`config.mk`:
```
export PLATFORM = sky130hd
export DESIGN_NAME = ccp_rdrsp_out_ctrl
export DESIGN_NICKNAME = d
export VERILOG_FILES = /design/src/rtl/ccp_rdrsp_out_ctrl.sv
export SDC_FILE = /design/constraint.sdc
export NUM_CORES = 1
export LEC_CHECK = 0
export ABC_AREA = 1
export CORE_AREA = 2 2 171 173
export DETAILED_ROUTE_END_ITERATION = 7
export DIE_AREA = 0 0 173 175
export GPL_ROUTABILITY_DRIVEN = 0
export SKIP_CTS_REPAIR_TIMING = 1
export SKIP_LAST_GASP = 1
export SLEW_MARGIN = 5
export SYNTH_ARGS = -nofsm -noshare
export SYNTH_HDL_FRONTEND = slang
export SYNTH_SLANG_ARGS = --single-unit
```
`constraint.sdc`:
```
create_clock -name clk -period 3.5 [get_ports clk]
set_clock_uncertainty 0.15 [all_clocks]
set_input_delay 0.35 -clock clk [delete_from_list [all_inputs] [get_ports clk]]
set_output_delay 0.35 -clock clk [all_outputs]
set_load 0.02 [all_outputs]
```
`src/rtl/ccp_rdrsp_out_ctrl.sv`:
```
// ---------------------------------------------------------------------------
// ccp_rdrsp_out_ctrl
//
// Read-response output stage. Queues per-transaction command descriptors
// {burst_len, src} and, for the descriptor at the head, moves data beats from
// either the data-array read path (src 0/1) or the write-port bypass path
// (src 2) into a single output register that drives the cache_rdrsp channel.
// Generates last (from an internal beat counter), byte enables and cancel, and
// holds the output register stable while the controller applies backpressure.
//
// Ports
//   clk, reset_n                         clock, async active-low reset
//   cmd_valid/cmd_ready                  descriptor push handshake
//   cmd_burst_len, cmd_src               descriptor fields (beats-1, source)
//   arr_valid/arr_ready/arr_data/arr_err array read beat + uncorrectable error
//   byp_valid/byp_ready/byp_data/
//   byp_byteen/byp_last                  bypass beat
//   cache_rdrsp_valid/ctrl_rdrsp_ready   response handshake
//   cache_rdrsp_data/byteen/last/cancel  response beat
//   proto_err                            sticky protocol-error flag
// ---------------------------------------------------------------------------
module ccp_rdrsp_out_ctrl #(
    parameter int DATA_W      = 128,
    parameter int BYTE_EN_W   = DATA_W / 8,
    parameter int BURST_LEN_W = 2,
    parameter int CMD_DEPTH   = 4
) (
    input  logic                   clk,
    input  logic                   reset_n,
    input  logic                   cmd_valid,
    output logic                   cmd_ready,
    input  logic [BURST_LEN_W-1:0] cmd_burst_len,
    input  logic [1:0]             cmd_src,
    input  logic                   arr_valid,
    output logic                   arr_ready,
    input  logic [DATA_W-1:0]      arr_data,
    input  logic                   arr_err,
    input  logic                   byp_valid,
    output logic                   byp_ready,
    input  logic [DATA_W-1:0]      byp_data,
    input  logic [BYTE_EN_W-1:0]   byp_byteen,
    input  logic                   byp_last,
    output logic                   cache_rdrsp_valid,
    input  logic                   ctrl_rdrsp_ready,
    output logic [DATA_W-1:0]      cache_rdrsp_data,
    output logic [BYTE_EN_W-1:0]   cache_rdrsp_byteen,
    output logic                   cache_rdrsp_last,
    output logic                   cache_rdrsp_cancel,
    output logic                   proto_err
);

    localparam int              PTR_W    = (CMD_DEPTH > 1) ? $clog2(CMD_DEPTH) : 1;
    localparam logic [PTR_W:0]  FULL_CNT = (PTR_W + 1)'(CMD_DEPTH);

    // Descriptor storage: payload only, no reset needed.
    logic [BURST_LEN_W-1:0] len_mem [CMD_DEPTH];
    logic [1:0]             src_mem [CMD_DEPTH];

    logic [PTR_W-1:0]       wr_ptr_q, wr_ptr_d;
    logic [PTR_W-1:0]       rd_ptr_q, rd_ptr_d;
    logic [PTR_W:0]         cnt_q, cnt_d;
    logic [BURST_LEN_W-1:0] beat_cnt_q, beat_cnt_d;
    logic                   sticky_q, sticky_d;
    logic                   proto_q, proto_d;
    logic                   vld_q, vld_d;
    logic [DATA_W-1:0]      data_q, data_d;
    logic [BYTE_EN_W-1:0]   be_q, be_d;
    logic                   last_q, last_d;
    logic                   cancel_q, cancel_d;

    logic                   head_valid;
    logic [BURST_LEN_W-1:0] head_len;
    logic [1:0]             head_src;
    logic                   out_free;
    logic                   sel_arr, sel_byp, sel_rsv;
    logic                   load_arr, load_byp, load;
    logic                   is_last;
    logic                   push, pop;

    assign head_valid = (cnt_q != '0);
    assign head_len   = len_mem[rd_ptr_q];
    assign head_src   = src_mem[rd_ptr_q];

    // No push-through: a full FIFO refuses even if the head pops this cycle.
    assign cmd_ready  = (cnt_q != FULL_CNT);
    assign push       = cmd_valid & cmd_ready;

    assign out_free   = ~vld_q | ctrl_rdrsp_ready;
    assign sel_arr    = head_valid & ~head_src[1];
    assign sel_byp    = head_valid & (head_src == 2'd2);
    assign sel_rsv    = head_valid & (head_src == 2'd3);
    assign load_arr   = sel_arr & out_free & arr_valid;
    assign load_byp   = sel_byp & out_free & byp_valid;
    assign load       = load_arr | load_byp;
    assign is_last    = (beat_cnt_q == head_len);

    // A reserved descriptor is discarded on its own, without producing a beat.
    assign pop        = (load & is_last) | sel_rsv;

    assign arr_ready  = load_arr;
    assign byp_ready  = load_byp;

    always_comb begin
        wr_ptr_d   = wr_ptr_q;
        rd_ptr_d   = rd_ptr_q;
        cnt_d      = cnt_q + (PTR_W + 1)'(push) - (PTR_W + 1)'(pop);
        beat_cnt_d = beat_cnt_q;
        sticky_d   = sticky_q;
        proto_d    = proto_q;
        vld_d      = vld_q;
        data_d     = data_q;
        be_d       = be_q;
        last_d     = last_q;
        cancel_d   = cancel_q;

        if (push) begin
            wr_ptr_d = wr_ptr_q + PTR_W'(1);
        end
        if (pop) begin
            rd_ptr_d = rd_ptr_q + PTR_W'(1);
        end

        if (load) begin
            beat_cnt_d = is_last ? '0 : beat_cnt_q + BURST_LEN_W'(1);
            vld_d      = 1'b1;
            data_d     = load_arr ? arr_data : byp_data;
            be_d       = load_arr ? '1 : byp_byteen;
            last_d     = is_last;
            // Once a beat of an array transaction is cancelled, every later
            // beat of that transaction is cancelled too.
            cancel_d   = load_arr & (arr_err | sticky_q);
        end else if (ctrl_rdrsp_ready) begin
            vld_d      = 1'b0;
        end

        if (load_arr) begin
            sticky_d = is_last ? 1'b0 : (sticky_q | arr_err);
        end

        // The internal count governs last; a disagreeing byp_last is only flagged.
        if ((load_byp & (byp_last != is_last)) | sel_rsv) begin
            proto_d = 1'b1;
        end
    end

    always_ff @(posedge clk) begin
        if (push) begin
            len_mem[wr_ptr_q] <= cmd_burst_len;
            src_mem[wr_ptr_q] <= cmd_src;
        end
    end

    always_ff @(posedge clk or negedge reset_n) begin
        if (!reset_n) begin
            wr_ptr_q   <= '0;
            rd_ptr_q   <= '0;
            cnt_q      <= '0;
            beat_cnt_q <= '0;
            sticky_q   <= 1'b0;
            proto_q    <= 1'b0;
            vld_q      <= 1'b0;
            data_q     <= '0;
            be_q       <= '0;
            last_q     <= 1'b0;
            cancel_q   <= 1'b0;
        end else begin
            wr_ptr_q   <= wr_ptr_d;
            rd_ptr_q   <= rd_ptr_d;
            cnt_q      <= cnt_d;
            beat_cnt_q <= beat_cnt_d;
            sticky_q   <= sticky_d;
            proto_q    <= proto_d;
            vld_q      <= vld_d;
            data_q     <= data_d;
            be_q       <= be_d;
            last_q     <= last_d;
            cancel_q   <= cancel_d;
        end
    end

    assign cache_rdrsp_valid  = vld_q;
    assign cache_rdrsp_data   = data_q;
    assign cache_rdrsp_byteen = be_q;
    assign cache_rdrsp_last   = last_q;
    assign cache_rdrsp_cancel = cancel_q;
    assign proto_err          = proto_q;

endmodule
```
Figure 1. Signal wires on met1.
(2 px per um) Cells faint in the background.
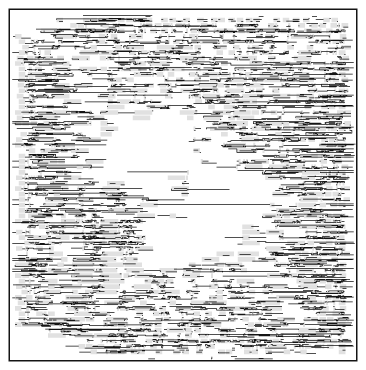
1,640 nets have wire on it. The longest straight run is 58.0 um. The layer holds 42% of the routed length.

Figure 2. Signal wires on met2.
(3 px per um)
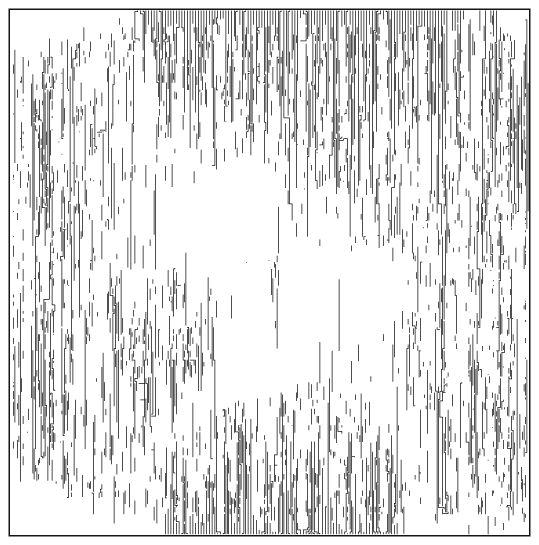
The wires run mostly vertical. The longest straight run is 70.7 um.
Total Wirelength: 30,000 um
vias: 8,480

==> CHANGELOG.md <==
### Physical design

- Crit Path Max Fanout: 11
- Via density: 4.31
- Layout clock buffers: 17
- Non-CTS buffers: 445
- Status: finished, final reports clean
- Reg2reg start: rd_ptr_q[0]
- Max reg flops: 128
- CP Launch Type: flip-flop
- Gr usage total: 19.8%
- Core Box Area: 0.0284 mm2
- Synth mux share: 0%
- Yosys Warn Count: 0
- Nets: 1,862
- Sequential power: 0.00348 W
- Setup CP Type: reg2out
- # setup viols final: 0
- Die Area: 0.0303 mm2
- Final Core Density: 48.3%
- Reg2reg path depth: 14
- Die Ht: 175 um
- Post-DP HPWL: 21,500 um
- HP Start: cache_rdrsp_data[22]
- Num CTS Buffers: 17
- DR iter-0 viols: 457
- Max layer used: met5
- Total power: 0.0122 W
- CTS H-Tree Depth: 4
- Clk root buf: clkbuf_16
- Adders+Majority by Area: 1.11%
- CTS Sinks: 174
- Cell mode on critical path: nand2_1
- DP Worst Slack: 0.625 ns
- Worst min path class: reg2reg
- AO/OA Area Share: 0.761%
- Critical path arrival: 2.44 ns
- RR Endpoint: cnt_q[2]
- Synth top area share: 46.3%
- Max power group: combinational logic
- Distinct lib cells used: 19
- Synth cell count leaders: 848 x nand2_1, 158 x dfrtp_1, 30 x buf_2
- Router iterations before antenna repair: 5
- Antenna violations before repair: 2
- #MultiIn Comb: 914
- Final slew viol count: 0
- XOR Share, Synth: 0.512%
- Logic share of the area: 26.2%
- Post-route design area: 0.0137 mm2
- RSZ-0062 raised after global routing: false
- # IOs: 435
- CP peak stage delay: 0.60 ns
- Largest delay share family, worst path: buffers and inverters
- Clk. pwr: 0.00205 W
- Metal3 WL: 2160 um
- Largest logic family: simple AND/OR/NAND/NOR gates
- Worst setup EP type: output port
- Worst setup path startpoint: rd_ptr_q[0]
- Metal1 wirelength: 12,600 um
- Clock power share: 16.8%
- Hold Path Stages: 2
- Cell count along the critical path: 9
- Peak VDD IR: 0.883 mV
- Clock-cell share: 4.69%
- # Cells Yosys: 1,171
- Sequential cell area share: 32.3%
- Gate power share: 54.7%
- Largest net degree at the start of global routing: 140
- Total global routing overflow: 0
- Flop area: 0.00443 mm2
- Biggest area cells: dfrtp_1 46%, nand2_1 37%, edfxtp_1 5.6%
- R2R Setup Slk: 0.70 ns
- CTS tree: yes
- Logic inverters: 19
- Largest class: non-clock buffers
- Antenna fix cells: 1
- Multi-input logic area: 0.00360 mm2
- Fillcell total: 2,815
- Latency at later pin: 0.42 ns
- Final Hold Violating Endpoints: 0
- Chip Area, Yosys: 0.00855 mm2
- Crit-path cells: inv_2 > nand2_1 > nand3_1 > nand2_2 > nor2_1 > nand2_1 > buf_4 > inv_1 > clkdlybuf4s50_1
- Area post-placement: 0.0131 mm2
- Vias in the first global route: 8,439
- Post-route minimum period: 2.94 ns
- # Taps: 384
- Switching share of total power: 44.6%
- Dpl cells: 1,935
- Cell Pwr Density: 892 mW/mm2
- Slew Limit Headroom: 42.4%
- OpenROAD warning count: 33
- Least-Margin Pin Slew: 0.865 ns
- Simple-Gate Fraction of Synth Area: 39.6%
- Max Cap Violations: 0
- Hold path endpoint: cache_rdrsp_data[22]
- Share of cells above drive strength 1: 3.16%
- M2 GR Usage: 33.6%
- P_comb: 0.00669 W
- Flop pwr share: 28.5%
- Final worst path period share: 84.1%
- Leading area contributor after synthesis: dfrtp_1
Figure 3. M3 wires.
(1.5 px per um) Cells faint in the background.
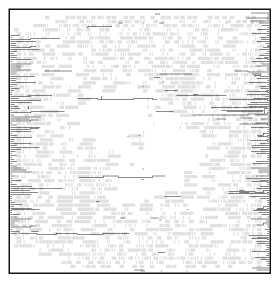
The wires run mostly horizontal. The longest straight run is 37.5 um. The layer holds 7.2% of the routed length. The layer carries 2,160 um of wire. 247 nets have wire on it.
met3 Use GR: 5.81%

No activity file was given, so power comes from the tool's default toggle rates.
